===== config.mk =====
export PLATFORM = sky130hd
export DESIGN_NAME = echo_queue_flat
export DESIGN_NICKNAME = d
export VERILOG_FILES = /design/src/rtl/echo_queue_if.sv /design/src/rtl/echo_queue.sv /design/src/flat_wrapper.sv
export SDC_FILE = /design/constraint.sdc
export NUM_CORES = 1
export LEC_CHECK = 0
export CAP_MARGIN = 0
export CORE_ASPECT_RATIO = 1.4
export CORE_MARGIN = 1
export CORE_UTILIZATION = 57
export CTS_CLUSTER_SIZE = 10
export DETAILED_ROUTE_END_ITERATION = 8
export PLACE_DENSITY = 0.91
export SYNTH_ARGS = -nofsm -noshare
export SYNTH_HDL_FRONTEND = slang
export SYNTH_SLANG_ARGS = --single-unit

===== constraint.sdc =====
create_clock -name CLK -period 4.8 [get_ports CLK]
set_input_delay 1.44 -clock CLK [delete_from_list [all_inputs] [get_ports CLK]]
set_output_delay 1.44 -clock CLK [all_outputs]
set_load 0.005 [all_outputs]

===== src/rtl/echo_queue_if.sv =====
// Handshake bundle for echo_queue: say request side, respond rule scheduling,
// heard indication side and occupancy monitor.
interface echo_queue_if #(
  parameter int unsigned DATA_WIDTH = 32,
  parameter int unsigned DEPTH      = 4,
  parameter int unsigned CNT_W      = $clog2(DEPTH + 1)
);
  logic                  say__ENA;
  logic [DATA_WIDTH-1:0] say_v;
  logic                  say__RDY;
  logic                  respond_rule__ENA;
  logic                  respond_rule__RDY;
  logic                  ind_heard__ENA;
  logic [DATA_WIDTH-1:0] ind_heard_heard_v;
  logic                  ind_heard__RDY;
  logic                  rule_enable;
  logic                  rule_ready;
  logic [CNT_W-1:0]      count;

  modport master (
    output say__ENA, say_v, respond_rule__ENA, ind_heard__RDY, rule_enable,
    input  say__RDY, respond_rule__RDY, ind_heard__ENA, ind_heard_heard_v,
           rule_ready, count
  );

  modport slave (
    input  say__ENA, say_v, respond_rule__ENA, ind_heard__RDY, rule_enable,
    output say__RDY, respond_rule__RDY, ind_heard__ENA, ind_heard_heard_v,
           rule_ready, count
  );
endinterface


===== src/rtl/echo_queue.sv =====
// DEPTH-entry ring buffer echoing say requests onto the heard indication.
// Define ECHO_QUEUE_BYPASS_EN for a zero-latency pass-through when empty.
module echo_queue #(
  parameter int unsigned DATA_WIDTH = 32,
  parameter int unsigned DEPTH      = 4,
  parameter int unsigned CNT_W      = $clog2(DEPTH + 1)
) (
  input  logic       CLK,
  input  logic       nRST,
  echo_queue_if.slave q
);
  localparam int unsigned PTR_W = $clog2(DEPTH);

  logic [DATA_WIDTH-1:0] mem_q [DEPTH];
  logic [PTR_W-1:0]      wptr_q, wptr_d;
  logic [PTR_W-1:0]      rptr_q, rptr_d;
  logic [CNT_W-1:0]      count_q, count_d;

  logic say_rdy, rule_rdy, fire, enq, deq, bypass_fire;
  logic [DATA_WIDTH-1:0] heard_v;

  always_comb begin
    say_rdy     = (count_q != CNT_W'(DEPTH));
    rule_rdy    = (count_q != '0) && q.ind_heard__RDY;
    bypass_fire = 1'b0;
`ifdef ECHO_QUEUE_BYPASS_EN
    // Empty queue with a word arriving: offer it straight to the consumer.
    if (count_q == '0 && q.say__ENA)
      rule_rdy = q.ind_heard__RDY;
`endif
    fire = (q.respond_rule__ENA || q.rule_enable) && rule_rdy;
`ifdef ECHO_QUEUE_BYPASS_EN
    bypass_fire = fire && (count_q == '0);
`endif
    enq     = q.say__ENA && say_rdy && !bypass_fire;
    deq     = fire && !bypass_fire;
    heard_v = bypass_fire ? q.say_v : mem_q[rptr_q];

    wptr_d  = enq ? wptr_q + PTR_W'(1) : wptr_q;
    rptr_d  = deq ? rptr_q + PTR_W'(1) : rptr_q;
    count_d = count_q;
    unique case ({enq, deq})
      2'b10:   count_d = count_q + CNT_W'(1);
      2'b01:   count_d = count_q - CNT_W'(1);
      default: count_d = count_q;
    endcase
  end

  always_ff @(posedge CLK or negedge nRST) begin
    if (!nRST) begin
      wptr_q  <= '0;
      rptr_q  <= '0;
      count_q <= '0;
    end else begin
      wptr_q  <= wptr_d;
      rptr_q  <= rptr_d;
      count_q <= count_d;
    end
  end

  // Storage is deliberately left out of reset.
  always_ff @(posedge CLK) begin
    if (enq)
      mem_q[wptr_q] <= q.say_v;
  end

  assign q.say__RDY          = say_rdy;
  assign q.respond_rule__RDY = rule_rdy;
  assign q.rule_ready        = rule_rdy;
  assign q.ind_heard__ENA    = fire;
  assign q.ind_heard_heard_v = heard_v;
  assign q.count             = count_q;
endmodule


===== src/flat_wrapper.sv =====
// flat-port wrapper written by rule: the top's interface ports become plain ports
module echo_queue_flat 
#(
  parameter int unsigned DATA_WIDTH = 32,
  parameter int unsigned DEPTH      = 4,
  parameter int unsigned CNT_W      = $clog2(DEPTH + 1)
)
  (CLK, nRST, q_say__ENA, q_say_v, q_respond_rule__ENA, q_ind_heard__RDY, q_rule_enable, q_say__RDY, q_respond_rule__RDY, q_ind_heard__ENA, q_ind_heard_heard_v, q_rule_ready, q_count);
  echo_queue_if #(.DATA_WIDTH(DATA_WIDTH), .DEPTH(DEPTH), .CNT_W(CNT_W)) q_i ();
  input  logic CLK;
  input  logic nRST;
  input wire logic [$bits(q_i.say__ENA)-1:0] q_say__ENA;
  input wire logic [$bits(q_i.say_v)-1:0] q_say_v;
  input wire logic [$bits(q_i.respond_rule__ENA)-1:0] q_respond_rule__ENA;
  input wire logic [$bits(q_i.ind_heard__RDY)-1:0] q_ind_heard__RDY;
  input wire logic [$bits(q_i.rule_enable)-1:0] q_rule_enable;
  output wire logic [$bits(q_i.say__RDY)-1:0] q_say__RDY;
  output wire logic [$bits(q_i.respond_rule__RDY)-1:0] q_respond_rule__RDY;
  output wire logic [$bits(q_i.ind_heard__ENA)-1:0] q_ind_heard__ENA;
  output wire logic [$bits(q_i.ind_heard_heard_v)-1:0] q_ind_heard_heard_v;
  output wire logic [$bits(q_i.rule_ready)-1:0] q_rule_ready;
  output wire logic [$bits(q_i.count)-1:0] q_count;
  assign q_i.say__ENA = q_say__ENA;
  assign q_i.say_v = q_say_v;
  assign q_i.respond_rule__ENA = q_respond_rule__ENA;
  assign q_i.ind_heard__RDY = q_ind_heard__RDY;
  assign q_i.rule_enable = q_rule_enable;
  assign q_say__RDY = q_i.say__RDY;
  assign q_respond_rule__RDY = q_i.respond_rule__RDY;
  assign q_ind_heard__ENA = q_i.ind_heard__ENA;
  assign q_ind_heard_heard_v = q_i.ind_heard_heard_v;
  assign q_rule_ready = q_i.rule_ready;
  assign q_count = q_i.count;
  echo_queue #(.DATA_WIDTH(DATA_WIDTH), .DEPTH(DEPTH), .CNT_W(CNT_W)) u_core (.CLK(CLK), .nRST(nRST), .q(q_i));
endmodule

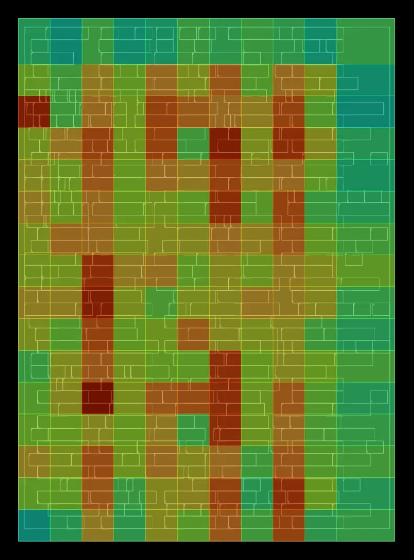
Figure 1: congestion heat map.
fraction of met3 tracks used by global routing: 8.160%
mean routed wirelength per cell: 20.30 um

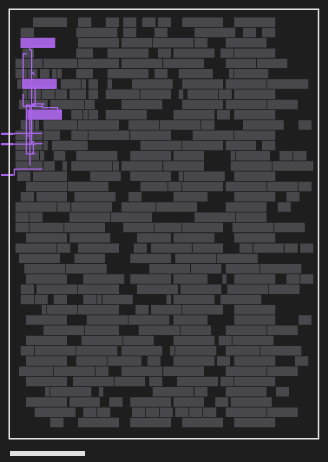
Figure 2: wires at chosen ports, followed through buffers.
The bar under the picture is 20 um long.
`q_count`: drawn in purple, bits 3, direction output, edge west, end cells 3, wire 140 um.
ports placed on the boundary: 77
input/output buffers: 76

==> run notes <==
Implementation results are summarized by area below.

Power and ir drop
The standby leakage power is about 2.2 nW. The flow reported a cell area power density of roughly 610 nW/um2. The maximum VDD drop is about 0.47 mV.

Logic synthesis
The post-synthesis xor/xnor area fraction is between 1 and 1.5%. The warning tally printed by Yosys for this design is 0. The top logic cell family in the synthesized netlist is multiplexers. The cell total in the yosys stat output is 208. The post-synthesis mux area share is approximately 15%.

Per the synthesis report, the adder-cell share of the synthesized area is roughly 1.6%. Counting distinct cell types in the post-synthesis netlist gives 19. The count of state elements after synthesis is around 140. The post-synthesis chip area from yosys is slightly above 5000 um2. The count of library flops with an enable pin is 128. The synthesis report gives the async set-or-reset register share as 5.185%. The aoi/oai-family share of the synthesized area is 0.1485%. The average size of a mapped cell is 24.30 um2. The cell area after synthesis is approximately 5100 um2. The predominant post-synthesis flop cell is edfxtp_1. Synthesis produced a netlist whose cell count is between 200 and 250. The proportion of synthesized chip area in sequential cells is just under 80%. The net count after synthesis is between 200 and 300.

After Yosys synthesis, and, or, nand and nor cells account for 1.361% of the synthesized area.

Drt
The first TritonRoute pass finished after 4 iterations. The routed via count is approximately 2300. The number of nets with antenna violations after routing is 0. TritonRoute reported its final design rule violation total as 0.

The wire length reported by the detailed router is approximately 8400 um. The DRC violation total after the first TritonRoute iteration is roughly 140. For this run, the detailed router reports a per-instance via density of around 5.7.

Min path
The class of the tightest hold or removal check is register to register. The worst hold path depth is 1.

Finish
For this run, the script counts the antenna cells in the layout as 0. The count of filler cells inserted in the layout is between 400 and 500. The net total in the final layout is 340. The share of cells above drive strength 1 is between 15 and 20%.

Between the synthesized netlist and the finished layout, the area growth was recorded as 26.98%.

Final timing
The clock arrives with between 0.006 and 0.007 ns of skew. The transition time recorded at the tightest slew-check pin is between 0.8 and 0.9 ns. The final clock period utilization by the worst path is approximately 88%.

The headroom to the max-slew limit is a little over two fifths. After layout, the worst setup slack is 0.5974 ns. Setup repair after global routing left no endpoint under its margin. The final tally of hold violations is 0. The clock period could shrink to between 4 and 5 ns. The setup-violating endpoint count in the final report is 0. The tightest hold margin is 0.5480 ns. For reference, the final report shows the max-slew violation count at 0. The total negative slack is 0 ns. Static timing analysis puts the maximum clock frequency at around 0.24 GHz.

Flow run
In this run the tools logged warnings totalling 29.

Global route
Entering global routing, the biggest net connects 33 pins. The via count of the first global-routing pass came to 2607. The initial antenna violation count was 0.

Global routing finished with a remaining overflow of 0. The wire length of the first global-routing pass is approximately 13000 um. The global routing report lists combined usage of all routing layers as a little over a fifth.

Clock network
The later-pin clock latency in the skew report is 0.41 ns. On the reported timing paths, the clock transition at the registers reads about 0.050 ns. The number of clock buffers added by TritonCTS is 17. The total of cells resized after clock tree synthesis is 0. After clock tree synthesis, the flow added hold-fix buffers numbering 0. The CTS tree is yes.

The setup fix buffers added after clock tree synthesis is 0. The clock sink count is 135. The clock passes through at most 2 buffers. The H-tree depth is 4. The clock root buffer is clkbuf_16.

Floorplan
The number of cell rows is ~40. The die width is 81.59 um. In the floorplan report the effective utilization is roughly three fifths.

The total die size is ~9000 um2. The vertical die size is between 100 and 150 um. The core region is between 8000 and 9000 um2.

Critical path
The number of buffers and inverters on the critical path is 2. The delay of the slowest cell on the worst path is approximately 0.54 ns. The worst setup path is captured at an output port. On the critical path the data arrives at between 2 and 3 ns. The number of cells on the worst reg-to-reg path is 9. The logic depth of the worst path, buffers included is 4. The cell family with the largest share of critical-path delay is buffers and inverters. The cell sequence reported for the critical path is clkdlybuf4s50_1 -> o31ai_1 -> nor2_1 -> clkdlybuf4s50_1.

The cell with the biggest individual delay on the critical path is clkdlybuf4s50_1. The startpoint type of the worst setup path is an input port. The required time at the endpoint of the critical path is about 3.4 ns. By startpoint and endpoint, the worst setup path is classified as input port to output port. The timing report shows the most common cell along the critical path to be clkdlybuf4s50_1. Of all nets on the critical path, the largest fanout is 3.

Placed design
The global placer's final weighted congestion is approximately 0.7. The minimum setup slack after placement is approximately 0.6 ns. Detailed placement ended at an HPWL of just over 5000 um.

Run status
The run finished with clean final reports.
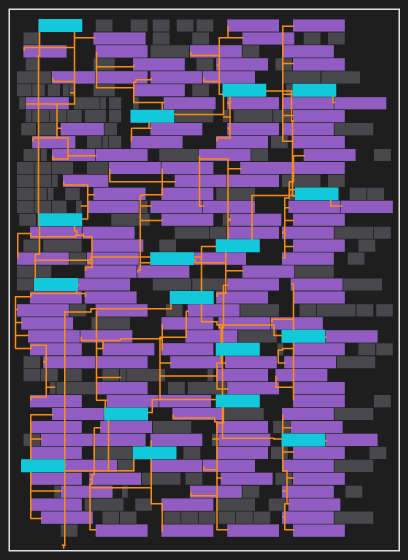
Figure 3: clock wires, drivers and flops.
clock wires: drawn in orange, length 1300 um. cells driving clock nets: drawn in cyan, count 17. flip-flops: drawn in purple, count 135.
There are 18 routed clock nets.

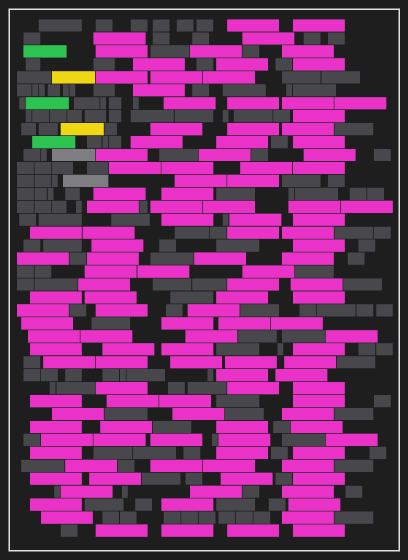
Figure 4: sequential cells coloured by netlist name.
`u_core.wptr_q`: drawn in yellow, sequential cells 2. `u_core.mem_q`: drawn in magenta, sequential cells 128, where all over the die. `u_core.q.count`: drawn in green, sequential cells 3.
Another 2 sequential cells are not coloured.

[worst paths after layout]
path | endpoint | from | slack (ns)
max | q_ind_heard__ENA | q_ind_heard__RDY | 0.60
min | u_core.q.count[2] | u_core.q.count[2] | 0.55
max reg2reg | u_core.q.count[2] | u_core.q.count[0] | 2.53
min reg2reg | u_core.q.count[2] | u_core.q.count[2] | 0.55
max in group asynchronous | u_core.rptr_q[0] | nRST | 3.27
min in group asynchronous | u_core.q.count[2] | nRST | 1.28
[report_power, final]
group	switching [W]	internal (W)
clock	0.000409	0.000641
sequential	0.000146	0.00157
combinational	0.000443	0.000731
[cells in the final DEF, fill, tap and decap left out, types with 2 or more instances in the layout]
cell,Yosys,layout
and3_2,4,4
buf_12,0,2
clkbuf_1,2,6
clkbuf_16,0,17
clkdlybuf4s50_1,0,76
clkinv_1,0,8
dfrtp_1,7,6
edfxtp_1,128,128
ha_1,5,5
inv_1,7,7
mux4_2,32,32
nor2_1,3,3
xnor2_1,2,2
xor2_1,4,4
[cells in the mapped netlist, types with 2 or more instances]
cell type  number  share of area (%)
edfxtp_1      128                 76
mux4_2         32                 14
dfrtp_1         7                3.5
inv_1           7               0.52
ha_1            5                1.2
and3_2          4               0.59
buf_4           4               0.59
xor2_1          4               0.69
buf_2           3               0.30
nor2_1          3               0.22
clkbuf_1        2               0.15
xnor2_1         2               0.35
[metal layers]
metal  routed length [um]  vias to the layer above  GRT usage (%)
met1                 3119                     1200          23.53
li1                     -                     1047              -
met4                  201                        0          10.64
met3                  483                       17          8.160
met2                 4601                       81          33.89
met5                    0                        -              0
[worst register-to-register path: cells and delay by family (launching register included)]
| kind | cells | cell delay (ns) |
|---|---|---|
| adders and majority gates | 2 | 0.56 |
| buffers and inverters | 2 | 0.13 |
| and+or+nand+nor | 3 | 0.76 |
| DFF | 1 | 0.43 |
| xor gates and xnor gates | 2 | 0.31 |
[flip-flops by register name (all words and copies together), names as in the netlist]
register	count
u_core.rptr_q	2
u_core.mem_q	128
u_core.wptr_q	2
u_core.q.count	3
[through the flow]
step | cell area (um2) | util [%] | std cells | power [W]
global placement | 5936 | 68.95 | 382 | 0.002891
floorplan | 5055 | - | 208 | 0.002313
detailed placement | 5936 | 68.95 | 382 | 0.002935
CTS | 6419 | 74.56 | 414 | 0.003995
finish | 6419 | 74.56 | 414 | 0.003941
global route | 6419 | 74.56 | 414 | 0.004129
[logic make-up (layout without fill, tap and decap cells)]
| family | after synthesis | in the layout |
|---|---|---|
| AND/OR/NAND/NOR | 10 | 10 |
| AND-OR/OR-AND | 1 | 1 |
| flip-flops | 135 | 135 |
| adder cells (fa/ha/maj) | 6 | 6 |
| XOR/XNOR | 6 | 6 |
| buffers and inverters | 16 | 117 |
| multiplexers | 34 | 34 |
[layout make-up]
cell class | count | area, um2 | area share (%)
clock buffer | 23 | 447.9 | 6.979
clock inverter | 9 | 35.03 | 0.5458
inverter | 7 | 26.28 | 0.4094
multi-input combinational | 57 | 957.2 | 14.91
sequential | 135 | 4020 | 62.63
tap | 105 | 131.4 | 2.047
timing repair buffer | 78 | 800.8 | 12.48
Power figures rest on the tool's default switching activity, not on a simulated workload.
